<file path="config.mk">
export PLATFORM = sky130hd
export DESIGN_NAME = i2c_slave_shifter
export DESIGN_NICKNAME = d
export VERILOG_FILES = /design/src/rtl/i2c_slave_shifter.sv
export SDC_FILE = /design/constraint.sdc
export NUM_CORES = 1
export LEC_CHECK = 0
export CELL_PAD_IN_SITES_DETAIL_PLACEMENT = 1
export CELL_PAD_IN_SITES_GLOBAL_PLACEMENT = 2
export CORE_UTILIZATION = 33
export CTS_CLUSTER_SIZE = 24
export DETAILED_ROUTE_END_ITERATION = 8
export GPL_ROUTABILITY_DRIVEN = 0
export PLACE_DENSITY = 0.84
export RECOVER_POWER = 50
export SETUP_SLACK_MARGIN = 0.15
export SYNTH_ARGS = -nofsm -noshare
export SYNTH_HDL_FRONTEND = slang
export SYNTH_SLANG_ARGS = --single-unit
export TNS_END_PERCENT = 5
</file>
<file path="constraint.sdc">
create_clock -name clk -period 2.5 [get_ports clk]
set_clock_uncertainty 0.15 [all_clocks]
set_input_delay 0.25 -clock clk [delete_from_list [all_inputs] [get_ports clk]]
set_output_delay 0.25 -clock clk [all_outputs]
set_load 0.005 [all_outputs]
</file>
<file path="src/rtl/i2c_slave_shifter.sv">
// rtl/i2c_slave_shifter.sv - I2C slave bit-level datapath: pin sync, START/STOP detect, address match, byte shift
module i2c_slave_shifter #(
  parameter logic [6:0] SLAVE_ADDR  = 7'h42,
  parameter int         SYNC_STAGES = 2
) (
  input  logic       clk,
  input  logic       rst,
  input  logic       scl_in,
  input  logic       sda_in,
  output logic       sda_oe,
  output logic [7:0] rx_data,
  output logic       rx_valid,
  input  logic       rx_ready,
  input  logic [7:0] tx_data,
  output logic       tx_req,
  output logic       rw,
  output logic       busy,
  output logic       start_det,
  output logic       stop_det
);

  typedef enum logic [2:0] {
    S_IDLE, S_ADDR, S_ADDR_ACK, S_WR_DATA, S_WR_ACK, S_RD_DATA, S_RD_ACK, S_IGNORE
  } state_t;

  state_t state_q, state_d;

  logic [SYNC_STAGES-1:0] scl_sync_q, sda_sync_q;
  logic       scl_dly_q, sda_dly_q;
  logic [3:0] bit_cnt_q, bit_cnt_d;
  logic [7:0] shreg_q, shreg_d;
  logic       mack_q, mack_d;
  logic       sda_oe_q, sda_oe_d;
  logic [7:0] rx_data_q, rx_data_d;
  logic       rx_valid_q, rx_valid_d;
  logic       tx_req_q, tx_req_d;
  logic       rw_q, rw_d;
  logic       busy_q, busy_d;
  logic       start_det_q, start_det_d;
  logic       stop_det_q, stop_det_d;

  logic scl_s, sda_s, scl_rise, scl_fall, start_ev, stop_ev, addr_hit;

  assign scl_s    = scl_sync_q[SYNC_STAGES-1];
  assign sda_s    = sda_sync_q[SYNC_STAGES-1];
  assign scl_rise = scl_s & ~scl_dly_q;
  assign scl_fall = ~scl_s & scl_dly_q;
  assign start_ev = scl_s & scl_dly_q & sda_dly_q & ~sda_s;
  assign stop_ev  = scl_s & scl_dly_q & ~sda_dly_q & sda_s;
  assign addr_hit = (shreg_q[7:1] == SLAVE_ADDR);

  always_ff @(posedge clk) begin
    if (!rst) begin
      state_q     <= S_IDLE;
      scl_sync_q  <= '1;
      sda_sync_q  <= '1;
      scl_dly_q   <= 1'b1;
      sda_dly_q   <= 1'b1;
      bit_cnt_q   <= 4'd0;
      shreg_q     <= 8'h00;
      mack_q      <= 1'b0;
      sda_oe_q    <= 1'b0;
      rx_data_q   <= 8'h00;
      rx_valid_q  <= 1'b0;
      tx_req_q    <= 1'b0;
      rw_q        <= 1'b0;
      busy_q      <= 1'b0;
      start_det_q <= 1'b0;
      stop_det_q  <= 1'b0;
    end else begin
      state_q     <= state_d;
      scl_sync_q  <= {scl_sync_q[SYNC_STAGES-2:0], scl_in};
      sda_sync_q  <= {sda_sync_q[SYNC_STAGES-2:0], sda_in};
      scl_dly_q   <= scl_s;
      sda_dly_q   <= sda_s;
      bit_cnt_q   <= bit_cnt_d;
      shreg_q     <= shreg_d;
      mack_q      <= mack_d;
      sda_oe_q    <= sda_oe_d;
      rx_data_q   <= rx_data_d;
      rx_valid_q  <= rx_valid_d;
      tx_req_q    <= tx_req_d;
      rw_q        <= rw_d;
      busy_q      <= busy_d;
      start_det_q <= start_det_d;
      stop_det_q  <= stop_det_d;
    end
  end

  // Bus conditions outrank SCL edges seen in the same clock.
  always_comb begin
    state_d = state_q;
    if (stop_ev) begin
      state_d = S_IDLE;
    end else if (start_ev) begin
      state_d = S_ADDR;
    end else if (scl_rise) begin
      if (state_q == S_RD_ACK && sda_s) state_d = S_IGNORE;
    end else if (scl_fall) begin
      case (state_q)
        S_ADDR:     if (bit_cnt_q == 4'd8) state_d = addr_hit ? S_ADDR_ACK : S_IGNORE;
        S_ADDR_ACK: state_d = rw_q ? S_RD_DATA : S_WR_DATA;
        S_WR_DATA:  if (bit_cnt_q == 4'd8) state_d = S_WR_ACK;
        S_WR_ACK:   state_d = S_WR_DATA;
        S_RD_DATA:  if (bit_cnt_q == 4'd8) state_d = S_RD_ACK;
        S_RD_ACK:   if (mack_q) state_d = S_RD_DATA;
        default:    state_d = state_q;
      endcase
    end
  end

  always_comb begin
    bit_cnt_d   = bit_cnt_q;
    shreg_d     = shreg_q;
    mack_d      = mack_q;
    sda_oe_d    = sda_oe_q;
    rx_data_d   = rx_data_q;
    rx_valid_d  = 1'b0;
    tx_req_d    = 1'b0;
    rw_d        = rw_q;
    busy_d      = busy_q;
    start_det_d = 1'b0;
    stop_det_d  = 1'b0;
    if (stop_ev) begin
      busy_d     = 1'b0;
      sda_oe_d   = 1'b0;
      stop_det_d = 1'b1;
      bit_cnt_d  = 4'd0;
      mack_d     = 1'b0;
    end else if (start_ev) begin
      busy_d      = 1'b1;
      start_det_d = 1'b1;
      sda_oe_d    = 1'b0;
      bit_cnt_d   = 4'd0;
      mack_d      = 1'b0;
    end else if (scl_rise) begin
      case (state_q)
        S_ADDR, S_WR_DATA: if (bit_cnt_q != 4'd8) begin
          shreg_d   = {shreg_q[6:0], sda_s};
          bit_cnt_d = bit_cnt_q + 4'd1;
        end
        S_RD_DATA: if (bit_cnt_q != 4'd8) bit_cnt_d = bit_cnt_q + 4'd1;
        S_RD_ACK: if (!sda_s) begin
          tx_req_d = 1'b1;
          mack_d   = 1'b1;
        end
        default: ;
      endcase
    end else if (scl_fall) begin
      case (state_q)
        S_ADDR: if (bit_cnt_q == 4'd8 && addr_hit) begin
          rw_d     = shreg_q[0];
          sda_oe_d = 1'b1;
          tx_req_d = shreg_q[0];
        end
        S_ADDR_ACK: begin
          bit_cnt_d = 4'd0;
          sda_oe_d  = 1'b0;
          if (rw_q) begin
            shreg_d  = tx_data;
            sda_oe_d = ~tx_data[7];
          end
        end
        S_WR_DATA: if (bit_cnt_q == 4'd8) begin
          rx_data_d  = shreg_q;
          rx_valid_d = 1'b1;
          sda_oe_d   = rx_ready;
        end
        S_WR_ACK: begin
          bit_cnt_d = 4'd0;
          sda_oe_d  = 1'b0;
        end
        S_RD_DATA: begin
          if (bit_cnt_q == 4'd8) begin
            sda_oe_d = 1'b0;
          end else begin
            shreg_d  = {shreg_q[6:0], 1'b0};
            sda_oe_d = ~shreg_q[6];
          end
        end
        S_RD_ACK: if (mack_q) begin
          shreg_d   = tx_data;
          sda_oe_d  = ~tx_data[7];
          bit_cnt_d = 4'd0;
          mack_d    = 1'b0;
        end
        S_IGNORE: sda_oe_d = 1'b0;
        default: ;
      endcase
    end
  end

  assign sda_oe    = sda_oe_q;
  assign rx_data   = rx_data_q;
  assign rx_valid  = rx_valid_q;
  assign tx_req    = tx_req_q;
  assign rw        = rw_q;
  assign busy      = busy_q;
  assign start_det = start_det_q;
  assign stop_det  = stop_det_q;

endmodule

</file>
Fig. 1: M1 wires
Drawn at 4 px/um.
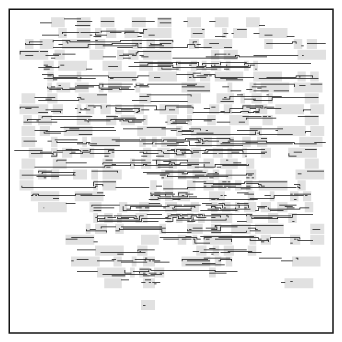
wire length on this layer: 2,600 um
nets with wire on the layer: 241

Fig. 2: met2 routing
Drawn at 6 px/um.
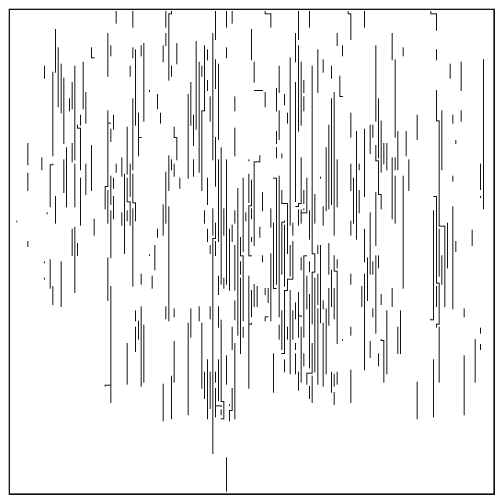
share of all routed wire: 45%
wire length on this layer: 2,330 um
nets with wire on the layer: 232
longest straight run: 35.9 um
main direction: vertical

Fig. 3: M3 wires
Drawn at 3 px/um.
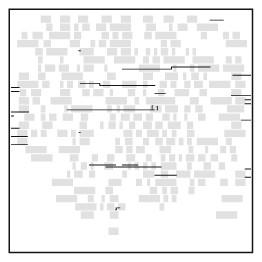
nets with wire on the layer: 22
longest straight run: 29.0 um
share of all routed wire: 3.6%
main direction: horizontal

==> run notes <==
### Cells and area
* combinational gates — leading cell category by total area
* 8.56% — proportion of layout cells with a drive suffix above 1
* 39 — Buffers excl. clock
* 14.2% — area share of buffers outside the clock network
* 6 — clock buffer instance count of the final layout
* 0 — Antenna Cells
* 47.6% — fraction of area in multi-input gates
* 9 — number of logic inverters in the finished layout
* sky130_fd_sc_hd__dfxtp_1, sky130_fd_sc_hd__mux2i_1, sky130_fd_sc_hd__dlygate4sd3_1, sky130_fd_sc_hd__nand2_1, sky130_fd_sc_hd__nor2b_1 — Top Layout Cells
* 274 — number of nets in the layout
* sky130_fd_sc_hd__dfxtp_1 — most numerous logic cell after layout
* 0.00119 mm2 — area of the multi-input gates
* 741 um2 — Flop area
* 37 — count of sequential standard cells
* 29.7% — share of cell area taken by flip-flops and latches
* 3.32% — clock network share of area
* 164 — comb_multi_in
* 332 — non-filler cells, final
* 22.2% — growth of design area from synthesis to finish

### CTS
* sky130_fd_sc_hd__clkbuf_8 — root buffer cell
* 2 — maximum clock insertion buffer count
* 0 — Resized Gates After CTS
* 0.30 ns — clock latency reported for the late side of the worst-skew pair
* 0 — number of buffers inserted by hold repair at cts
* yes — clock tree from TritonCTS
* 0 — post-CTS repair timing setup buffer count
* 2 — CTS H-tree depth
* 0.08 ns — CTS clk-pin slew, worst paths
* 5 — number of buffers added by the clock tree synthesis step
* 37 — count of clock tree sinks

### Logic synthesis
* 8.35% — multiplexer share of the synthesized area
* 0 — Ys Warns
* 8.97 um2 — Avg Synthesized Cell Area
* 0.00204 mm2 — post-synthesis chip area from yosys
* 36.4% — Seq share, synth
* sky130_fd_sc_hd__dfxtp_1, sky130_fd_sc_hd__mux2i_1, sky130_fd_sc_hd__nor2b_1 — largest cells by area after synthesis
* 0 — count of library flops with an enable pin
* 24.7% — simple logic cell fraction of the synthesized area
* 227 — total cells reported by yosys after synthesis
* 47 — number of distinct standard cells referenced by the synthesized netlist
* simple AND/OR/NAND/NOR gates — dominant combinational cell family by area after synthesis
* sky130_fd_sc_hd__dfxtp_1, sky130_fd_sc_hd__mux2i_1, sky130_fd_sc_hd__nand2_1 — most frequent cells after synthesis
* 245 — Floorplan Nets
* 37 — Seq cells post-synth
* sky130_fd_sc_hd__dfxtp_1 — Synth Flop Type
* 1.66% — area fraction in xor and xnor cells
* sky130_fd_sc_hd__dfxtp_1 — area leader, netlist
* 0.00204 mm2 — post-synthesis instance area
* 36.4% — Yosys top cell area share
* 0% — asr flop ratio synth
* 227 — synthesized netlist cell count
* sky130_fd_sc_hd__dfxtp_1 — post-synthesis cell type with the largest instance count

### Floorplan
* 28 — # rows
* 34.4% — floorplan-stage core utilization
* 0.00592 mm2 — core outline area
* 28 — I/O pin count
* 75 — number of well taps
* 80.6 um — horizontal extent of the die
* 0.00649 mm2 — area of the die

### Routing
* 2.33 mm — met2 WL
* 0 — Post-DRT Antenna Nets
* 5 — number of iterations in the first detailed-routing pass
* met4 — max layer used
* 184 um — routed length on met3
* 2.60 mm — Met1 Wirelength
* 5.28 — vias per cell
* 1,752 — via count
* 98 — DRC violation total after the first TritonRoute iteration
* 5.18 mm — wirelength, routed
* 0 — DRC viols

### Critical path
* flip-flop — Worst setup EP type
* scl_dly_q — Reg2Reg Launch Point
* 2.26 ns — endpoint arrival time on the critical path
* rst — Critical Path Source
* sky130_fd_sc_hd__clkbuf_1 — slowest stage cell on the critical path
* input port — startpoint types
* 0.35 ns — flop-to-flop setup slack
* 7 — cell count of the worst reg-to-reg path
* 2.58 ns — critical path required time
* 28 — critical path fanouts, max
* rx_data[6] — endpoint of the worst-slack reg-to-reg timing path
* shreg_q[3] — worst setup path endpoint
* dlygate4sd3_1, clkbuf_1, o21ai_0, mux2i_1 — critical-path cell list
* in2reg — critical setup path kind

### Hold path
* 1 — count of cells along the worst hold path
* sda_sync_q[0] — worst hold path startpoint
* sda_sync_q[1] — Hold Path End
* reg2reg — worst min path class

### Global route
* 17.3% — global routing usage summed across all routing layers
* 3.41% — global routing usage on met3
* 0 — global-route congestion overflow total
* 8.42 mm — first-pass GRT wire length
* 22.4% — global-route met1 utilization
* 29 — pin count of the biggest net entering global routing
* 1,721 — via count of the first global-routing pass
* met2 — layer with the highest usage after global routing

### Timing
* 0.323 ns — Worst Slack Setup Final
* 2.18 ns — shortest period the worst path allows
* 1.05 ns — actual transition at the worst max-transition pin
* 30.1% — Max-slew headroom
* 0 — number of setup violations in the final report
* 0 — Final Max-Slew Violation Tally
* 87.1% — cycle use final
* 459 MHz — maximum operating frequency
* 0 ns — final sum of negative setup slack
* 0 — Final Hold Violation Tally

### Placement
* 3.72 mm — HPWL after detailed placement
* 27 — number of port buffers
* 324 — number of placed instances with taps included
* 0.405 ns — worst slack, placed

### Job
* 0 — Max-cap violations
* 29 — count of tool warnings

### Outcome
* complete, no violations — outcome

### Power
* 0.960 nW — leakage power of the design
* 455 mW/mm2 — power density over the cells

Fig. 4: routing congestion map
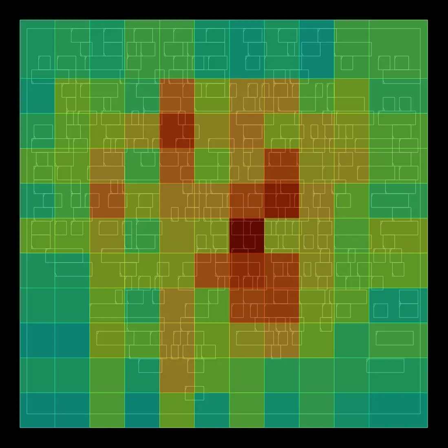
average wire length per cell after detail routing: 15.6 um
post-route core utilization: 42.1%
fraction of met2 tracks used by global routing: 27.4%

Fig. 5: ports around the boundary
Drawn at 6 px/um. Pins as bars across the die edge, other pins in gray.
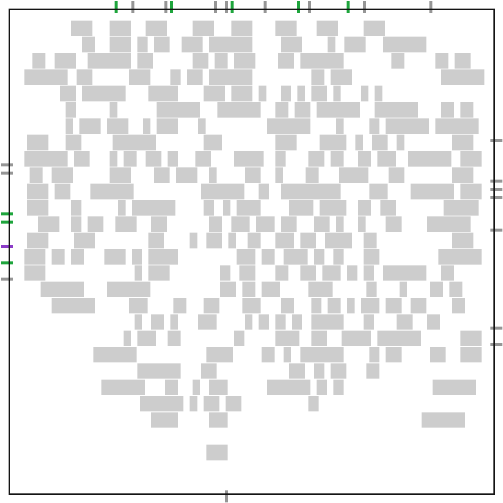
legend:
  purple:
    port: rx_ready
    pins: 1
    direction: input
    edge: left
  green:
    port: rx_data
    pins: 8
    direction: output
    edge: 5 top, 3 left
all pins by edge: 13 top, 7 right, 7 left, 1 bottom

-- through the flow --
step	hold WS (ns)	cell area [um2]
4_1_cts	0.267	2500
3_5_place_dp	0.249	2410
3_3_place_gp	0.240	2410
2_1_floorplan	0.201	2040
5_1_grt	0.286	2490
6_report	0.263	2490
-- power by group --
part	switching, W	total (W)	leakage (nW)	internal, W
Combinational	0.0000590	0.000113	0.616	0.0000539
Sequential	0.00000891	0.000606	0.300	0.000597
Clock	0.000220	0.000413	0.0450	0.000193
Total	0.000288	0.00113	0.960	0.000844
-- critical path: cells and delay by family --
| kind | cells | cell delay (ns) |
|---|---|---|
| AOI/OAI and AO/OA | 1 | 0.27 |
| buffers and inverters | 2 | 1.54 |
| muxes | 1 | 0.18 |
Power figures rest on the tool's default switching activity, not on a simulated workload.
